==> images/ff_map.png <==
Bar = 100 um. Other cells in gray.
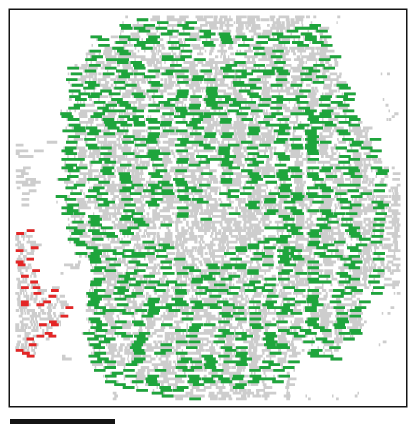
==> images/m4.png <==
Bar = 100 um.
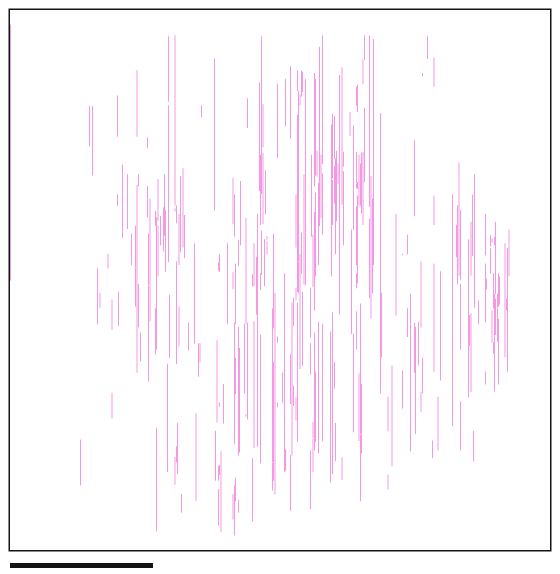
===== config.mk =====
export PLATFORM = sky130hd
export DESIGN_NAME = wb_regfile_flat
export DESIGN_NICKNAME = d
export VERILOG_FILES = /design/src/rtl/wb_regfile_if.sv /design/src/rtl/wb_regfile.sv /design/src/flat_wrapper.sv
export SDC_FILE = /design/constraint.sdc
export NUM_CORES = 2
export LEC_CHECK = 0
export CAP_MARGIN = 5
export CORE_MARGIN = 5
export CORE_UTILIZATION = 40
export DETAILED_ROUTE_END_ITERATION = 10
export MAX_ROUTING_LAYER = met4
export SYNTH_ARGS = -nofsm -noshare
export SYNTH_HDL_FRONTEND = slang
export SYNTH_SLANG_ARGS = --single-unit

===== constraint.sdc =====
create_clock -name clk -period 3.5 [get_ports clk]
set_input_delay 0.875 -clock clk [delete_from_list [all_inputs] [get_ports clk]]
set_output_delay 0.875 -clock clk [all_outputs]
set_load 0.03 [all_outputs]

===== src/rtl/wb_regfile_if.sv =====
// wb_regfile_if: MEM/WB write-back and ID read-port bundle; master drives write-back/read indices, slave returns data, wb_data_out, wb_we_out, wb_count
interface wb_regfile_if #(parameter int WIDTH = 32, parameter int NREG_LOG2 = 5);
  logic RegWrite_in;
  logic MemtoReg_in;
  logic [WIDTH-1:0] D_MEM_read_data_in;
  logic [WIDTH-1:0] D_MEM_read_addr_in;
  logic [NREG_LOG2-1:0] MEM_WB_RegisterRd_in;
  logic [NREG_LOG2-1:0] read_reg1;
  logic [NREG_LOG2-1:0] read_reg2;
  logic [WIDTH-1:0] read_data1;
  logic [WIDTH-1:0] read_data2;
  logic [WIDTH-1:0] wb_data_out;
  logic wb_we_out;
  logic [31:0] wb_count;
  modport master(
    output RegWrite_in, MemtoReg_in, D_MEM_read_data_in, D_MEM_read_addr_in, MEM_WB_RegisterRd_in, read_reg1, read_reg2,
    input read_data1, read_data2, wb_data_out, wb_we_out, wb_count
  );
  modport slave(
    input RegWrite_in, MemtoReg_in, D_MEM_read_data_in, D_MEM_read_addr_in, MEM_WB_RegisterRd_in, read_reg1, read_reg2,
    output read_data1, read_data2, wb_data_out, wb_we_out, wb_count
  );
endinterface


===== src/rtl/wb_regfile.sv =====
// wb_regfile: write-back mux + 2^NREG_LOG2 x WIDTH register file (r0 hardwired 0), ports clk, rst (sync active-high), bus (wb_regfile_if.slave); define REGFILE_BYPASS_EN for write-through read bypass
module wb_regfile #(parameter int WIDTH = 32, parameter int NREG_LOG2 = 5) (
  input logic clk,
  input logic rst,
  wb_regfile_if.slave bus
);
  localparam int NREG = 1 << NREG_LOG2;
  logic [WIDTH-1:0] regs [NREG];
  logic [31:0] cnt;
  assign bus.wb_data_out = bus.MemtoReg_in ? bus.D_MEM_read_data_in : bus.D_MEM_read_addr_in;
  assign bus.wb_we_out = bus.RegWrite_in && (bus.MEM_WB_RegisterRd_in != '0);
  assign bus.wb_count = cnt;
`ifdef REGFILE_BYPASS_EN
  assign bus.read_data1 = (bus.read_reg1 == '0) ? '0 :
                          (bus.wb_we_out && bus.read_reg1 == bus.MEM_WB_RegisterRd_in) ? bus.wb_data_out : regs[bus.read_reg1];
  assign bus.read_data2 = (bus.read_reg2 == '0) ? '0 :
                          (bus.wb_we_out && bus.read_reg2 == bus.MEM_WB_RegisterRd_in) ? bus.wb_data_out : regs[bus.read_reg2];
`else
  assign bus.read_data1 = (bus.read_reg1 == '0) ? '0 : regs[bus.read_reg1];
  assign bus.read_data2 = (bus.read_reg2 == '0) ? '0 : regs[bus.read_reg2];
`endif
  always_ff @(posedge clk)
    if (rst) begin
      for (int i = 0; i < NREG; i++) regs[i] <= '0;
      cnt <= '0;
    end else if (bus.wb_we_out) begin
      regs[bus.MEM_WB_RegisterRd_in] <= bus.wb_data_out;
      cnt <= cnt + 32'd1;
    end
endmodule

===== src/flat_wrapper.sv =====
// flat-port wrapper written by rule: the top's interface ports become plain ports
module wb_regfile_flat 
#(parameter int WIDTH = 32, parameter int NREG_LOG2 = 5)
  (clk, rst, bus_RegWrite_in, bus_MemtoReg_in, bus_D_MEM_read_data_in, bus_D_MEM_read_addr_in, bus_MEM_WB_RegisterRd_in, bus_read_reg1, bus_read_reg2, bus_read_data1, bus_read_data2, bus_wb_data_out, bus_wb_we_out, bus_wb_count);
  wb_regfile_if #(.WIDTH(WIDTH), .NREG_LOG2(NREG_LOG2)) bus_i ();
  input logic clk;
  input logic rst;
  input wire logic [$bits(bus_i.RegWrite_in)-1:0] bus_RegWrite_in;
  input wire logic [$bits(bus_i.MemtoReg_in)-1:0] bus_MemtoReg_in;
  input wire logic [$bits(bus_i.D_MEM_read_data_in)-1:0] bus_D_MEM_read_data_in;
  input wire logic [$bits(bus_i.D_MEM_read_addr_in)-1:0] bus_D_MEM_read_addr_in;
  input wire logic [$bits(bus_i.MEM_WB_RegisterRd_in)-1:0] bus_MEM_WB_RegisterRd_in;
  input wire logic [$bits(bus_i.read_reg1)-1:0] bus_read_reg1;
  input wire logic [$bits(bus_i.read_reg2)-1:0] bus_read_reg2;
  output wire logic [$bits(bus_i.read_data1)-1:0] bus_read_data1;
  output wire logic [$bits(bus_i.read_data2)-1:0] bus_read_data2;
  output wire logic [$bits(bus_i.wb_data_out)-1:0] bus_wb_data_out;
  output wire logic [$bits(bus_i.wb_we_out)-1:0] bus_wb_we_out;
  output wire logic [$bits(bus_i.wb_count)-1:0] bus_wb_count;
  assign bus_i.RegWrite_in = bus_RegWrite_in;
  assign bus_i.MemtoReg_in = bus_MemtoReg_in;
  assign bus_i.D_MEM_read_data_in = bus_D_MEM_read_data_in;
  assign bus_i.D_MEM_read_addr_in = bus_D_MEM_read_addr_in;
  assign bus_i.MEM_WB_RegisterRd_in = bus_MEM_WB_RegisterRd_in;
  assign bus_i.read_reg1 = bus_read_reg1;
  assign bus_i.read_reg2 = bus_read_reg2;
  assign bus_read_data1 = bus_i.read_data1;
  assign bus_read_data2 = bus_i.read_data2;
  assign bus_wb_data_out = bus_i.wb_data_out;
  assign bus_wb_we_out = bus_i.wb_we_out;
  assign bus_wb_count = bus_i.wb_count;
  wb_regfile #(.WIDTH(WIDTH), .NREG_LOG2(NREG_LOG2)) u_core (.clk(clk), .rst(rst), .bus(bus_i));
endmodule

==> results.ini <==
[critical_path]
path_class = primary input to output pin
slowest_delay_ps = 500
cp_num_buf_inv = 6
path_delay_family = buffers and inverters
worstPathCellList = buf_16 > buf_16 > buf_12 > buf_4 > mux4_2 > a211oi_2 > a311oi_2 > buf_4 > buf_12
crit_path_end_kind = output pin
worst-path-max-fanout = 6

[clock_network]
insertion_delay_ps = 730
cts_tree = built
cts_max_path_buffers = 3
h-tree-depth = 3
root_buffer = clkbuf_16
clock_sinks = 1056

[synth]
top_cell_area_share_pct = 56.82
syn_avg_cell_area_um2 = 13.84
edf_count = 1024
ff_type = edfxtp_1
synth_seq_share_pct = 58.01
syn_area_um2 = 54120
syn-instance-count = 3911
ys.warnings.count = 0
yosys_cells = 3911
synthTopCellsByArea = edfxtp_1 (57%), mux4_2 (19%), nor2_1 (7.0%), mux2i_1 (3.0%), clkbuf_1 (2.0%)

[status]
status = finished with violations
violations = setup timing

[min_path]
hold_class = flip-flop to flip-flop

[global_route]
gr-total-overflow = 0
grt_antenna_before_repair = 2
grt_start_max_net_pins = 87

[power]
peakVddDrop_v = 0.0003795
power_density_nw_per_um2 = 456.9
p_leak_nw = 25.67

[timing]
layout_setup_ws_ps = -120.4
fmax_mhz = 276.2
setup_viol = 46
tightest_slew_ps = 843.4
maxSlewViolCount = 0
skew_ps = 18.82
hold_viol_final = 0

[cells_and_area]
area_growth_syn_to_layout_pct = 32.72
final_nets = 4609
logic_area_um2 = 23430
drive_gt1_share_pct = 38.69

[placed_design]
numPortBuffers = 211
dpl.hpwl_mm = 137.9

[drt]
totalWireLength_mm = 224.3
wl_per_cell_um = 35.06

[floorplanning]
num_rows = 135
die_h_um = 377.8

[flow_run]
cap_violations = 0

Back to the opening pictures, ff_map.png:
| name in the netlist | color | sequential cells | where |
|---|---|---|---|
| u_core.bus.wb_count | red | 32 | bottom left |
| u_core.regs | green | 1024 | widely spread |

Back to the opening pictures, m4.png:
nets with wire on the layer: 160
wire length on this layer: 12400 um
share of all routed wire: 5.5%
main direction: vertical

## flip-flops by register name, indices dropped and copies added, names as in the netlist
signal / count
u_core.regs: 1024
u_core.bus.wb_count: 32
## logic make-up (layout without fill, tap and decap cells)
group	Yosys count	count (layout)	synth area share (%)
flip-flops	1056	1056	58.01
adder cells (fa/ha/maj)	1	1	0.02312
AND/OR/NAND/NOR	1332	1334	10.21
buffers and inverters	455	1124	3.461
XOR/XNOR	5	5	0.08092
multiplexers	679	679	23.08
AND-OR/OR-AND	382	382	5.131
other	1	34	0.006930
## per-layer routing
layer | GRT usage [%] | share of wire, %
met5 | - | 0
met4 | 15.15 | 5.5
met2 | 46.32 | 44
met1 | 41.07 | 36
met3 | 8.895 | 14
## final timing paths
check,start,endpoint,slack (ps),cells after the start
max,bus_read_reg1[0],bus_read_data1[28],-120,9
min,u_core.bus.wb_count[26]$_SDFFE_PP0P_,u_core.bus.wb_count[26]$_SDFFE_PP0P_,500,2
max reg2reg,u_core.bus.wb_count[4]$_SDFFE_PP0P_,u_core.bus.wb_count[13]$_SDFFE_PP0P_,1300,5
min reg2reg,u_core.bus.wb_count[26]$_SDFFE_PP0P_,u_core.bus.wb_count[26]$_SDFFE_PP0P_,500,2
## area by class of cell
cell class	count	area share, %
Clock buffer	134	4.106
Antenna cell	2	0.006968
Sequential cell	1056	43.70
Multi-Input combinational cell	2433	32.62
Tap cell	1781	3.103
Inverter	42	0.2404
Clock inverter	68	0.8031
Timing Repair Buffer	880	15.41
## repair_timing
item	4_1_cts	5_1_grt
cloned	24	9
resized	272	175
endpoints found under the setup margin	65	61
setup buffers	52	31
hold endpoints to repair	0	0
pin swaps	32	54
## worst register-to-register path, stage by stage (launching register included)
cell and delay, ps:
dfxtp_1 450, and4_1 340, o2111ai_2 380, buf_4 310, or4_1 480, a21oi_1 150
## power by group
group | internal (mW) | total [mW] | switching [mW]
clock | 6.62 | 11.8 | 5.18
sequential | 14.5 | 14.9 | 0.365
combinational | 2.89 | 6.12 | 3.23
total | 24.0 | 32.8 | 8.77
## layout by cell type (no fill, tap or decap), types with 11 or more instances in the layout
cell type,synthesis,routed
o21ai_1,10,45
a311oi_2,0,24
clkinv_2,0,21
a22oi_1,64,28
a211oi_2,0,42
clkdlybuf4s50_1,0,114
a211oi_1,65,19
nand3_1,11,11
or4_1,17,15
o2111ai_1,49,22
nand2b_2,0,33
a22oi_2,0,36
buf_16,0,40
clkbuf_16,0,141
buf_8,0,13
mux2i_4,0,31
buf_12,0,203
conb_1,1,32
o2111ai_2,1,26
nor2_1,1012,1006
clkbuf_1,291,19
inv_1,42,40
buf_4,12,441
o21ai_2,0,23
edfxtp_1,1024,1024
o31ai_1,15,15
nand2_1,139,107
mux2_2,71,65
buf_6,0,31
clkinv_1,0,28
nand2_2,0,32
a21oi_1,20,20
nor2b_1,75,60
a221oi_2,0,12
mux2i_1,160,128
dfxtp_1,32,32
a311oi_4,0,40
mux4_2,448,448
## stage by stage
step	cell area, um2	cells	util [%]	setup TNS (ps)
floorplan	54630	3942	-	0
global placement	64580	6081	47.85	-14560
detailed placement	64580	6081	47.85	-14510
CTS	70570	6358	52.29	-848.1
global route	71820	6396	53.22	-2499
finish	71820	6396	53.22	-1752
Power is estimated from default activity; no workload was simulated.
